run_1/floorplan.png
The bar under the picture is 20 microns long. Pins as bars on the die edge. Tap cells in gray.
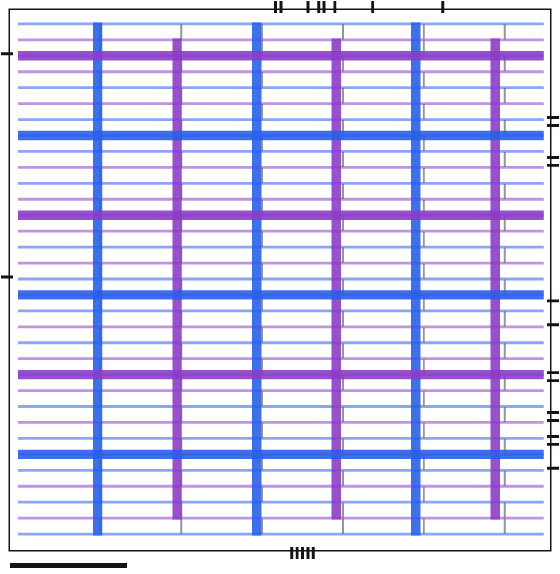
run_1/class_map.png
The bar under the picture is 20 microns long.
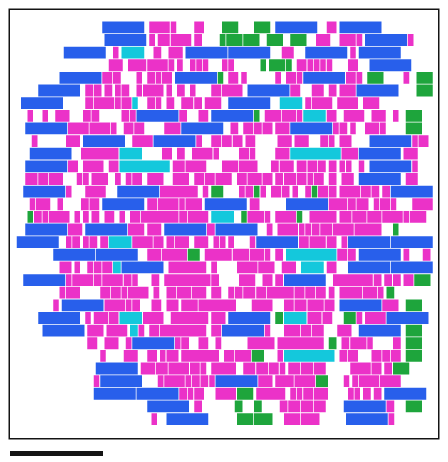
run_1/clock_wires.png
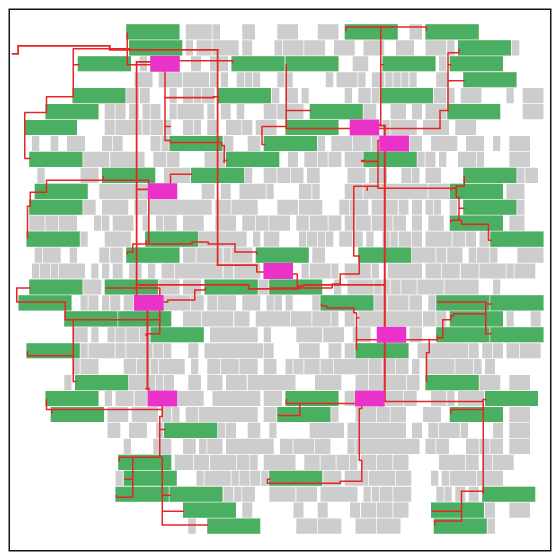
===== config.mk =====
export PLATFORM = sky130hd
export DESIGN_NAME = histogram_param
export DESIGN_NICKNAME = d
export VERILOG_FILES = /design/src/rtl/histogram_param.sv
export SDC_FILE = /design/constraint.sdc
export NUM_CORES = 1
export LEC_CHECK = 0
export CORE_UTILIZATION = 61
export DETAILED_ROUTE_END_ITERATION = 8
export GPL_TIMING_DRIVEN = 0
export HOLD_SLACK_MARGIN = 0.08
export PLACE_DENSITY = 0.81
export RECOVER_POWER = 50
export SETUP_SLACK_MARGIN = 0.15
export SYNTH_ARGS = -nofsm -noshare
export SYNTH_HDL_FRONTEND = slang
export SYNTH_SLANG_ARGS = --single-unit

===== constraint.sdc =====
create_clock -name clk -period 3.05 [get_ports clk]
set_input_delay 0.61 -clock clk [delete_from_list [all_inputs] [get_ports clk]]
set_output_delay 0.61 -clock clk [all_outputs]
set_load 0.03 [all_outputs]

===== src/rtl/histogram_param.sv =====
// Streaming histogram with power-of-two bin widths, saturating per-bin counters,
// an out-of-range counter, a registered read port and a one-bin-per-cycle clear sweep.
module histogram_param #(
   parameter int DATA_W    = 6,
   parameter int BASE      = 17,
   parameter int BIN_SHIFT = 1,
   parameter int NUM_BINS  = 11,
   parameter int CNT_W     = 5,
   parameter int ADDR_W    = 4
) (
   input  logic              clk,
   input  logic              rst,
   input  logic              in_valid,
   input  logic [DATA_W-1:0] in_data,
   input  logic              clear,
   output logic              busy,
   input  logic              rd_en,
   input  logic [ADDR_W-1:0] rd_addr,
   output logic              rd_valid,
   output logic [CNT_W-1:0]  rd_data,
   output logic [CNT_W-1:0]  oor_count,
   output logic              sat_flag
);

   localparam logic [CNT_W-1:0]  CNT_MAX  = '1;
   localparam logic [CNT_W-1:0]  CNT_NEAR = CNT_MAX - 1'b1;
   localparam logic [DATA_W:0]   BASE_X   = (DATA_W+1)'(BASE);
   localparam logic [DATA_W:0]   NB_X     = (DATA_W+1)'(NUM_BINS);
   localparam logic [ADDR_W-1:0] LAST     = ADDR_W'(NUM_BINS - 1);

   typedef enum logic {IDLE, CLEAR} state_t;

   state_t            state;
   logic [ADDR_W-1:0] ptr;
   logic [CNT_W-1:0]  cnt [NUM_BINS];
   logic [DATA_W:0]   offset, idx;
   logic              accept, in_range, oor_hit;
   logic [NUM_BINS-1:0] hit, hit_max;
   logic [CNT_W-1:0]  rd_mux;

   // One extra bit keeps values below BASE from wrapping into a valid bin.
   assign offset   = {1'b0, in_data} - BASE_X;
   assign idx      = offset >> BIN_SHIFT;
   assign in_range = ({1'b0, in_data} >= BASE_X) && (idx < NB_X);
   assign accept   = in_valid && (state == IDLE) && !clear;
   assign oor_hit  = accept && !in_range;

   for (genvar g = 0; g < NUM_BINS; g++) begin : g_bin
      assign hit[g]     = accept && in_range && (idx == (DATA_W+1)'(g));
      assign hit_max[g] = hit[g] && (cnt[g] == CNT_NEAR);

      always_ff @(posedge clk or posedge rst) begin
         if (rst)
            cnt[g] <= '0;
         else if (state == CLEAR && ptr == ADDR_W'(g))
            cnt[g] <= '0;
         else if (hit[g] && cnt[g] != CNT_MAX)
            cnt[g] <= cnt[g] + 1'b1;
      end
   end

   always_comb begin
      rd_mux = '0;
      for (int i = 0; i < NUM_BINS; i++)
         if (rd_addr == ADDR_W'(i)) rd_mux = cnt[i];
   end

   always_ff @(posedge clk or posedge rst) begin
      if (rst) begin
         state     <= IDLE;
         ptr       <= '0;
         busy      <= 1'b0;
         oor_count <= '0;
         sat_flag  <= 1'b0;
         rd_valid  <= 1'b0;
         rd_data   <= '0;
      end else begin
         rd_valid <= rd_en;
         // Bins are mid-sweep while busy, so reads report zero rather than stale counts.
         if (rd_en) rd_data <= (state == CLEAR) ? '0 : rd_mux;
         case (state)
            IDLE: begin
               if (clear) begin
                  state     <= CLEAR;
                  busy      <= 1'b1;
                  ptr       <= '0;
                  oor_count <= '0;
                  sat_flag  <= 1'b0;
               end else begin
                  if (oor_hit && oor_count != CNT_MAX)
                     oor_count <= oor_count + 1'b1;
                  if ((|hit_max) || (oor_hit && oor_count == CNT_NEAR))
                     sat_flag <= 1'b1;
               end
            end
            CLEAR: begin
               ptr <= ptr + 1'b1;
               if (ptr == LAST) begin
                  state <= IDLE;
                  busy  <= 1'b0;
               end
            end
         endcase
      end
   end

endmodule


==> flow_summary.toml, run 1 <==
# flow metrics
[status]
status = "finished with violations"
violations = "capacitance limit, slew limit"

[final_timing]
tightest_slew_ps = 1720
slew_viol_final = 69
rsz0062_at_grt = "no"
setup_tns_ps = 0
fmax_mhz = 356
fin_hold_ws_ps = 489
maxSlewHeadroom = -0.148
period_needed_ps = 2810

[logic_synthesis]
ys_seq_frac = 0.369
fp_nets = 585
top_cells_by_area = "dfrtp_1, ha_1, mux2i_1"
ys_cells = 529
synth-async-reset-ratio = 1.00
ys_warn_count = 0

[clock_network]
clkTransAtPathRegs_ps = 80
cts_tree = "built"
insertion_delay_ps = 360

[critical_path]
r2r_slack_ps = 490
r2r-start = "state"
reg2reg_depth = 7
cpPeakStageDelay_ps = 530

[layout]
fin_area_sq_mm = 0.00569
n_antenna_cell = 0
final_net_count = 622
fill_cells = 561

[drt]
via_count = 4469
ant_nets = 0

[placed_design]
dpl-instance-area_sq_mm = 0.00534
placed_cells = 655
routabilityCongestion = 0.912

[global_route]
grt_max_degree = 69
gr-total-overflow = 0
grtUsageTotal = 0.322

[power]
ir_drop_uv = 319
finalPower_mw = 3.11

[hold_path]
whs_endpoint = "rd_data[1]"
hold_start = "rd_data[1]"

[flow_run]
cap_violations = 1

[die]
fp_util = 0.635
Back to the opening pictures, floorplan.png:
net	color
VDD	purple
VSS	blue
met4 straps	6
signal pins	28
met1 rails	33
rows	32

Back to the opening pictures, class_map.png:
class	color	cells
remaining logic cells	magenta	439
remaining buffers and delay cells	green	43
registers	blue	73
clock drivers and dummy loads	cyan	16
register fraction of the total cell area: 0.321
Rows: 32

Back to the opening pictures, clock_wires.png:
[clock wires] red | length: 977 microns
[flip-flops] green | count: 73
[clock-net drivers] magenta | count: 9
flops lie	all over the die
routed clock nets	10

==> run 1: kinds of logic (layout without fill, tap and decap cells) <==
| family | after synthesis | count (layout) | synth area share |
|---|---|---|---|
| AND-OR/OR-AND | 99 | 99 | 0.140 |
| multiplexers | 30 | 30 | 0.0788 |
| AND/OR/NAND/NOR | 215 | 215 | 0.230 |
| buffers and inverters | 48 | 90 | 0.0386 |
| XOR/XNOR | 23 | 23 | 0.0406 |
| flip-flops | 73 | 73 | 0.369 |
| adder cells (fa/ha/maj) | 41 | 41 | 0.104 |
==> run 1: cell type report <==
class	count	area (sq um)	area share
Buffer	17	85.1	0.0149
Clock buffer	10	128	0.0224
Sequential cell	73	1830	0.321
Tap cell	102	128	0.0224
Timing Repair Buffer	26	240	0.0422
Clock inverter	6	130	0.0229
Multi-Input combinational cell	408	3040	0.534
Inverter	31	118	0.0207
==> run 1: power breakdown <==
part / switching [mW] / internal, mW / leakage (nW) / total, mW
sequential: 0.133 / 1.09 / 0.998 / 1.22
combinational: 0.567 / 0.310 / 1.40 / 0.877
clock: 0.381 / 0.624 / 0.130 / 1.00
total: 1.08 / 2.02 / 2.52 / 3.11
==> run 1: sequential cells by signal, indices dropped and copies added, names as in the netlist <==
name and count:
cnt 55, rd_data 5, sat_flag 1, busy 1
rd_valid 1, ptr 4, oor_count 5, state 1
==> run 1: critical path, delay by kind of cell <==
kind	cells	cell delay [ps]
simple gates	4	1570
buf+inv	1	530
compound gates	2	370
==> run 1: synth_stat cells (all sizes together), types with 4 or more instances <==
master	number
nand4	16
nand2b	11
buf	4
or3	10
a211oi	7
xnor2	16
nor2	54
a21oi	21
clkbuf	13
or2	5
nand3	19
nor2b	8
dfrtp	73
or4	4
and3	13
a2111oi	6
o21ai	19
inv	31
o22ai	8
a31oi	5
mux2i	21
nand3b	5
ha	41
xor2	7
mux4	7
nand2	40
nor3	16
==> run 1: metal layers <==
| metal | vias up | global-route usage | share of wire |
|---|---|---|---|
| li1 | 2022 | - | - |
| met1 | 2180 | 0.425 | 0.43 |
| met2 | 222 | 0.506 | 0.46 |
| met3 | 45 | 0.0498 | 0.063 |
| met4 | 0 | 0.178 | 0.041 |
| met5 | - | 0 | 0 |
==> run 1: per-stage QoR <==
stage | utilization | setup WS, ps
after floorplan | - | 247
after global placement | 0.681 | -924
after detailed placement | 0.684 | -950
after CTS | 0.730 | 158
after global routing | 0.729 | 152
final | 0.729 | 244
==> run 1: what timing repair did <==
| item | in CTS | in global routing |
|---|---|---|
| pin swaps | 2 | 1 |
| gates cloned | 0 | 0 |
| setup endpoints to repair | 56 | 32 |
| resized | 21 | 12 |
| buffers inserted | 1 | 1 |
| hold buffers | 0 | 0 |
==> run 1: how the worst max path moves through the flow <==
stage	startpoint	to
after global routing	rst	cnt[18]
final	in_data[3]	cnt[13]
after floorplan	in_data[0]	cnt[13]
after CTS	in_data[0]	cnt[13]
after detailed placement	in_data[0]	cnt[8]
after global placement	in_data[0]	cnt[8]
run_1/congestion_map.png
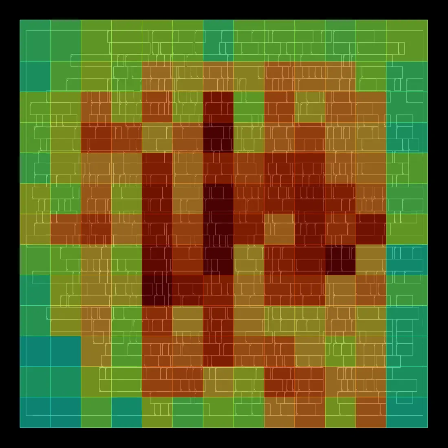

==> run 2, diff against run 1 <==
--- a/config.mk
+++ b/config.mk
@@ -5,6 +5,7 @@
 export SDC_FILE = /design/constraint.sdc
 export NUM_CORES = 1
 export LEC_CHECK = 0
+export ABC_AREA = 1
 export CORE_UTILIZATION = 61
 export DETAILED_ROUTE_END_ITERATION = 8
 export GPL_TIMING_DRIVEN = 0
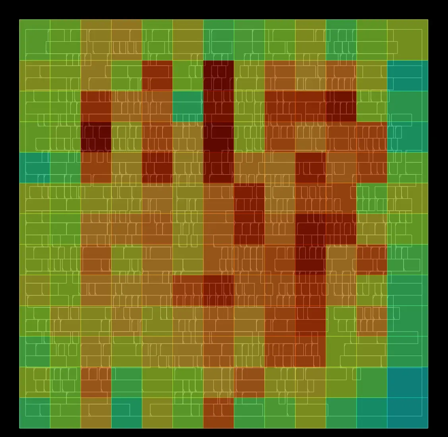
run_2/congestion_map.png
busiest grt layer: met2
met1 global-route usage: 0.369
mean routed wirelength per cell: 14.6 microns

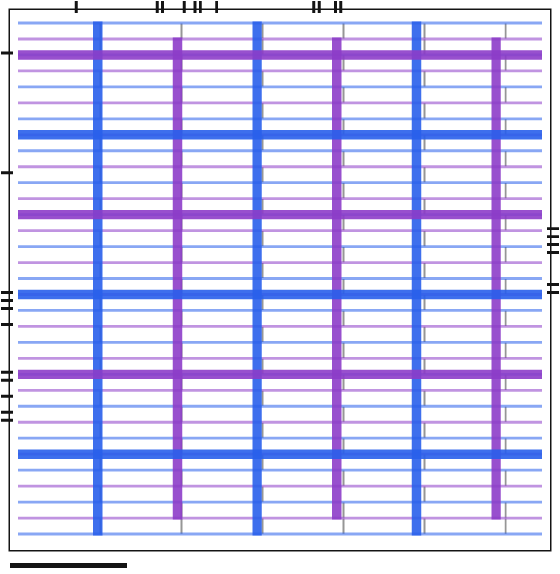
run_2/floorplan.png
The bar under the picture is 20 microns long. Pins as bars on the die edge. Tap cells in gray.
net	color
VDD	purple
VSS	blue
signal pins	28
met4 straps	6
rows	32
tap cells	102

==> flow_summary.toml, run 2 <==
# flow metrics
[logic_synthesis]
synth-async-reset-ratio = 1.00
yosysMostFrequentCell = "nand2_1"
ys_cells = 668
fp_nets = 724
ys_seq_frac = 0.370
top_cells_by_area = "dfrtp_1, ha_1, nand2_1"
common_cells = "nand2_1, inv_1, nor2_1"
ys_warn_count = 0

[critical_path]
cpPeakStageDelay_ps = 480
r2r_slack_ps = 820
critPathKind = "in -> reg"
arrival_ps = 2810
cp.depth = 16
path_buffers = 4
reg2reg_depth = 10

[die]
fp_util = 0.636
rows = 32

[final_timing]
rsz0062_at_grt = "no"
period_needed_ps = 2570
slew_viol_final = 0
maxSlewHeadroom = 0.334
fmax_mhz = 388
tightest_slew_ps = 994

[drt]
via_count = 4546
ant_nets = 0

[power]
ir_drop_uv = 496
cellPowerDensity_mw_per_mm2 = 506

[global_route]
grtUsageTotal = 0.303
gr-total-overflow = 0

[clock_network]
insertion_delay_ps = 360
cts_tree = "built"
hold_buffers = 0
clkTransAtPathRegs_ps = 80
cts_resized = 0
clock_tree.buffer_depth = 2
cts_setup_buffers = 0

[layout]
post-route-util = 0.725
fill_cells = 619
final_cell_mix = "nand2_1, inv_1, nor2_1"
n_antenna_cell = 0
reg_top3 = "cnt (55), oor_count (5), rd_data (5)"
top_register = "cnt"
final_net_count = 763
largest_register_ffs = 55

[placed_design]
dpl.hpwl_mm = 9.12
routabilityCongestion = 0.895
placed_cells = 798

[status]
status = "finished, final reports clean"
## run 2: cell count changes after synthesis, sizes merged, moves of 21 or more
cell / change
inv: +81
mux2i: -21
nor2: +44
nand2: +99
o21ai: +45
nand3: +38
## run 2: metal layers
layer | wire length (microns) | global-route usage | part of all wire
met5 | 0 | 0 | 0
met4 | 369 | 0.130 | 0.031
met3 | 649 | 0.0589 | 0.055
met2 | 5750 | 0.523 | 0.48
met1 | 5100 | 0.369 | 0.43
## run 2: power by group
part	leakage (nW)	internal (mW)	total (mW)	switching (mW)
Sequential	0.997	1.05	1.13	0.0857
Combinational	1.62	0.220	0.686	0.466
Clock	0.131	0.633	1.03	0.395
## run 2: metrics by stage
step	total power [mW]	instance area, sq um	setup TNS, ps	setup slack [ps]	hold slack, ps
6_report	2.85	5630	0	475	487
5_1_grt	3.01	5630	0	290	534
4_1_cts	2.86	5630	0	488	487
3_5_place_dp	1.83	5370	0	112	466
3_3_place_gp	1.80	5340	-48800	-675	469
2_1_floorplan	1.60	4940	0	587	468
## run 2: cells by family (layout without fill, tap and decap cells)
kind of cell | count (synthesis) | after routing | share of synthesized area
simple gates | 328 | 328 | 0.305
compound gates | 97 | 97 | 0.107
xor+xnor | 14 | 14 | 0.0248
buf+inv | 115 | 159 | 0.0894
flops | 73 | 73 | 0.370
fa+ha+maj | 41 | 41 | 0.104
## run 2: worst reg2reg max path: cells and delay by family, from the launching register on
kind / cells / cell delay, ps
AOI/OAI and AO/OA: 2 / 380
buffers and inverters: 2 / 270
DFF: 1 / 370
and+or+nand+nor: 6 / 1130
## run 2: path summary, 6_finish.rpt
kind                                  from    endpoint
worst max-delay path            in_data[0]    sat_flag
worst min-delay path            rd_data[3]  rd_data[3]
worst max register to register       state     cnt[47]
worst min register to register  rd_data[3]  rd_data[3]
max in group asynchronous              rst     cnt[40]
min in group asynchronous              rst        busy
## run 2: area by class of cell
type / count / area (sq um) / share of cell area
Multi-Input combinational cell: 480 / 2670 / 0.474
Inverter: 112 / 422 / 0.0749
Tap cell: 102 / 128 / 0.0227
Clock buffer: 10 / 128 / 0.0227
Clock inverter: 6 / 138 / 0.0244
Buffer: 3 / 21.3 / 0.00378
Sequential cell: 73 / 1830 / 0.324
Timing Repair Buffer: 28 / 298 / 0.0529
run_2/clock_wires.png
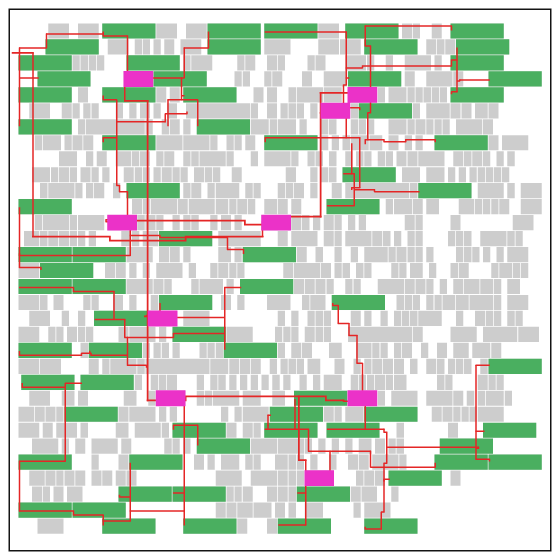

==> run 3, diff against run 2 <==
==> constraint.sdc (replaced) <==
create_clock -name clk -period 2.6 [get_ports clk]
set_input_delay 0.52 -clock clk [delete_from_list [all_inputs] [get_ports clk]]
set_output_delay 0.52 -clock clk [all_outputs]
set_load 0.03 [all_outputs]
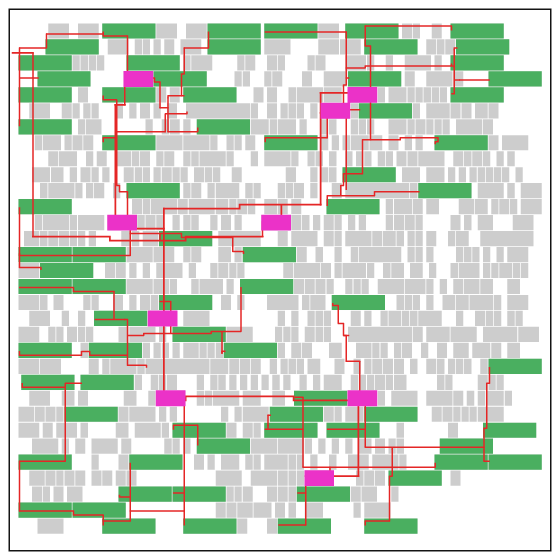
run_3/clock_wires.png
[clock-net drivers] magenta | count: 9
[flip-flops] green | count: 73
[clock wires] red | length: 1010 microns
routed clock nets	10
Worst Skew: 7.01 ps
Clock power frac: 0.360
Clk power: 1.21 mW

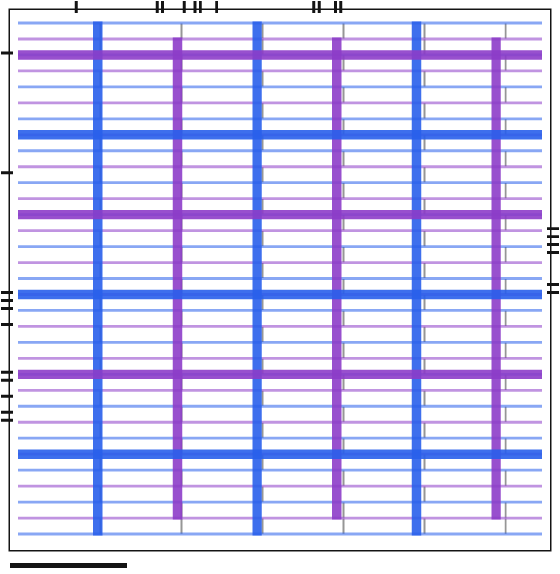
run_3/floorplan.png
The bar under the picture is 20 microns long. Pins as bars on the die edge. Tap cells in gray.
net	color
VSS	blue
VDD	purple
met1 rails	33
tap cells	102
met5 straps	6

==> flow_summary.toml, run 3 <==
# flow metrics
[status]
status = "finished, final reports clean"

[drt]
wire_per_inst_microns = 14.7
post_drt_via_cell_ratio = 5.62
drtIter0Drc = 333
via_count = 4590
drt-total-wl_mm = 12.0
drtPass1Iterations = 5
ant_nets = 0

[final_timing]
rsz0062_at_grt = "yes"
slew_viol_final = 0
fmax_mhz = 423
finalSetupViolations = 0
maxSlewHeadroom = 0.403
report.final.hold_viol_count = 0
period_needed_ps = 2360
post-route-period-util = 0.909
tightest_slew_ps = 891

[clock_network]
hold_buffers = 0
insertion_delay_ps = 360
cts_tree = "built"
root_buffer = "clkbuf_8"
ctsHtreeMaxLevel = 3
clkTransAtPathRegs_ps = 80
clock_tree.buffer_depth = 2
cts_made_buffers = 9

[layout]
layout.cells.most_common = "nand2_1"
logic_area_sq_mm = 0.00274
fin_area_sq_mm = 0.00571
reg_top3 = "cnt (55), oor_count (5), rd_data (5)"
post-route-util = 0.735
drive_gt1_frac = 0.0909
flop_area_sq_mm = 0.00183
fill_cells = 612
top_register = "cnt"
final_cell_mix = "nand2_1, inv_1, nor2_1"
n_antenna_cell = 0
final_net_count = 766
largest_register_ffs = 55

[logic_synthesis]
synth-seq-cells = 73
ys_warn_count = 0
synthesis.instances = 668
ys_seq_frac = 0.370
synth.largest_area_cell = "dfrtp_1"
common_cells = "nand2_1, inv_1, nor2_1"
ys_area_sq_mm = 0.00494
syn_avg_cell_area_sq_um = 7.39
ys_cells = 668
top_cells_by_area = "dfrtp_1, ha_1, nand2_1"
synthDominantCellAreaShare = 0.370
yosys_most_used_dff = "dfrtp_1"
synth.cell_area_sq_mm = 0.00494
fp_nets = 724
yosysUniqueCellTypes = 37
edf_count = 0
synth-async-reset-ratio = 1.00
yosysMostFrequentCell = "nand2_1"

[die]
core-area_sq_mm = 0.00777
fp_util = 0.636
rows = 32
die_area_sq_mm = 0.00846
dieWidth_microns = 92.0

[placed_design]
routabilityCongestion = 0.895
io_buffers = 27
dpl-instance-area_sq_mm = 0.00537
dpl.hpwl_mm = 9.12

[critical_path]
startpoint_type = "input port"
arrival_ps = 2600
critPathKind = "in -> reg"
end_kind = "flop"
required_ps = 2840

[power]
power.leakage_nw = 2.79
ir_drop_uv = 581
cellPowerDensity_mw_per_mm2 = 587

[hold_path]
hp-class = "reg -> reg"

[flow_run]
warning_count = 42
cap_violations = 0

[global_route]
gr-total-overflow = 0
antenna_found_initial = 0
grt_max_degree = 54
grtUsageTotal = 0.304
## run 3: stage by stage
stage	instances	worst slack, ps	TNS, ps	hold WS, ps	power [mW]
finish	817	238	0	487	3.35
floorplan	668	227	0	468	1.88
global placement	797	-1030	-78250	469	2.11
global route	817	92.8	0	534	3.55
CTS	814	165	0	472	3.36
detailed placement	798	-248	-7050	466	2.15
## run 3: layout make-up
| type | count | share of cell area |
|---|---|---|
| Clock buffer | 10 | 0.0223 |
| Sequential cell | 73 | 0.320 |
| Clock inverter | 6 | 0.0241 |
| Tap cell | 102 | 0.0223 |
| Timing Repair Buffer | 31 | 0.0526 |
| Inverter | 112 | 0.0738 |
| Multi-Input combinational cell | 480 | 0.480 |
| Buffer | 3 | 0.00438 |
## run 3: kinds of logic after synthesis
kind of cell	count (synthesis)	synth area share
AOI/OAI and AO/OA	97	0.107
xor gates and xnor gates	14	0.0248
adders and majority gates	41	0.104
buffers and inverters	115	0.0894
DFF	73	0.370
and+or+nand+nor	328	0.305
## run 3: path summary, 6_finish.rpt
kind                              end  cells past startpoint  slack, ps        from
setup / recovery             sat_flag                     16        240  in_data[0]
hold / removal             rd_data[3]                      2        490  rd_data[3]
setup reg to reg              cnt[47]                     10        400       state
hold reg to reg            rd_data[3]                      2        490  rd_data[3]
max in group asynchronous     cnt[40]                      3        590         rst
min in group asynchronous      cnt[0]                      2        760         rst
## run 3: power breakdown
group / switching, mW / internal (mW)
Sequential: 0.0996 / 1.23
Combinational: 0.555 / 0.261
Clock: 0.465 / 0.742
Total: 1.12 / 2.23
## run 3: per-layer routing
metal	share of wire	GRT usage
met5	0	0
met4	0.032	0.130
met3	0.053	0.0589
met2	0.49	0.523
met1	0.42	0.370
## run 3: worst max-delay path: stages
cell and delay [ps]:
clkdlybuf4s50_1 490, inv_1 70, ha_4 240, inv_2 70, nand3_2 70, nand3_1 100
nand2_2 70, nand2_4 100, nor2_8 50, buf_8 150, nand3_1 70, o21ai_0 80
nor2_1 170, nand3_1 170, nor2_1 130, nor2_1 50
## run 3: what timing repair did
item / CTS / global route
setup buffers: 0 / 3
gates resized: 2 / 18
pin swaps: 2 / 10
endpoints found under the setup margin: 2 / 54

==> notes/layouts.md <==
Pictures saved along the way, in no particular order.

Routed metal, one color a layer.
picture 1
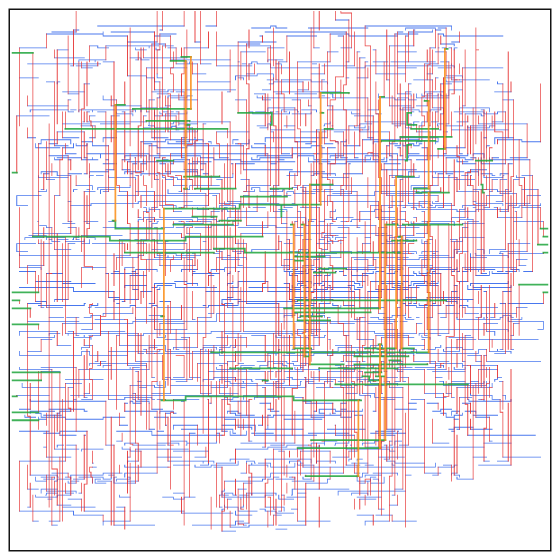
picture 2
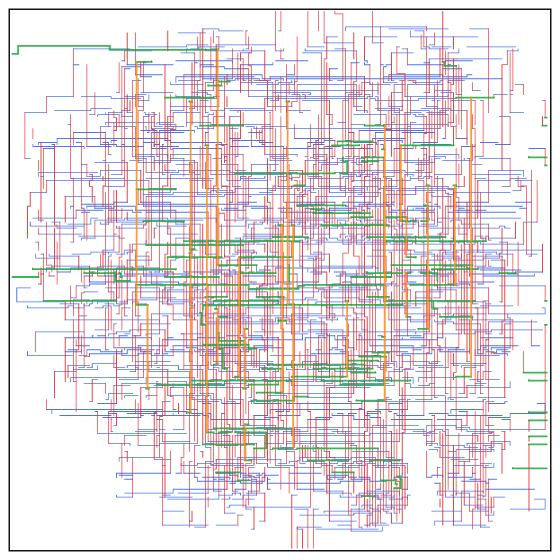
| picture | from |
|---|---|
| picture 1 | run 3 |
| picture 2 | run 1 |

Key to picture 2:
layer	color	wire length
M4	orange	518 microns
M2	red	5920 microns
M1	blue	5510 microns
M3	green	809 microns

No activity file was given, so power comes from the tool's default toggle rates.
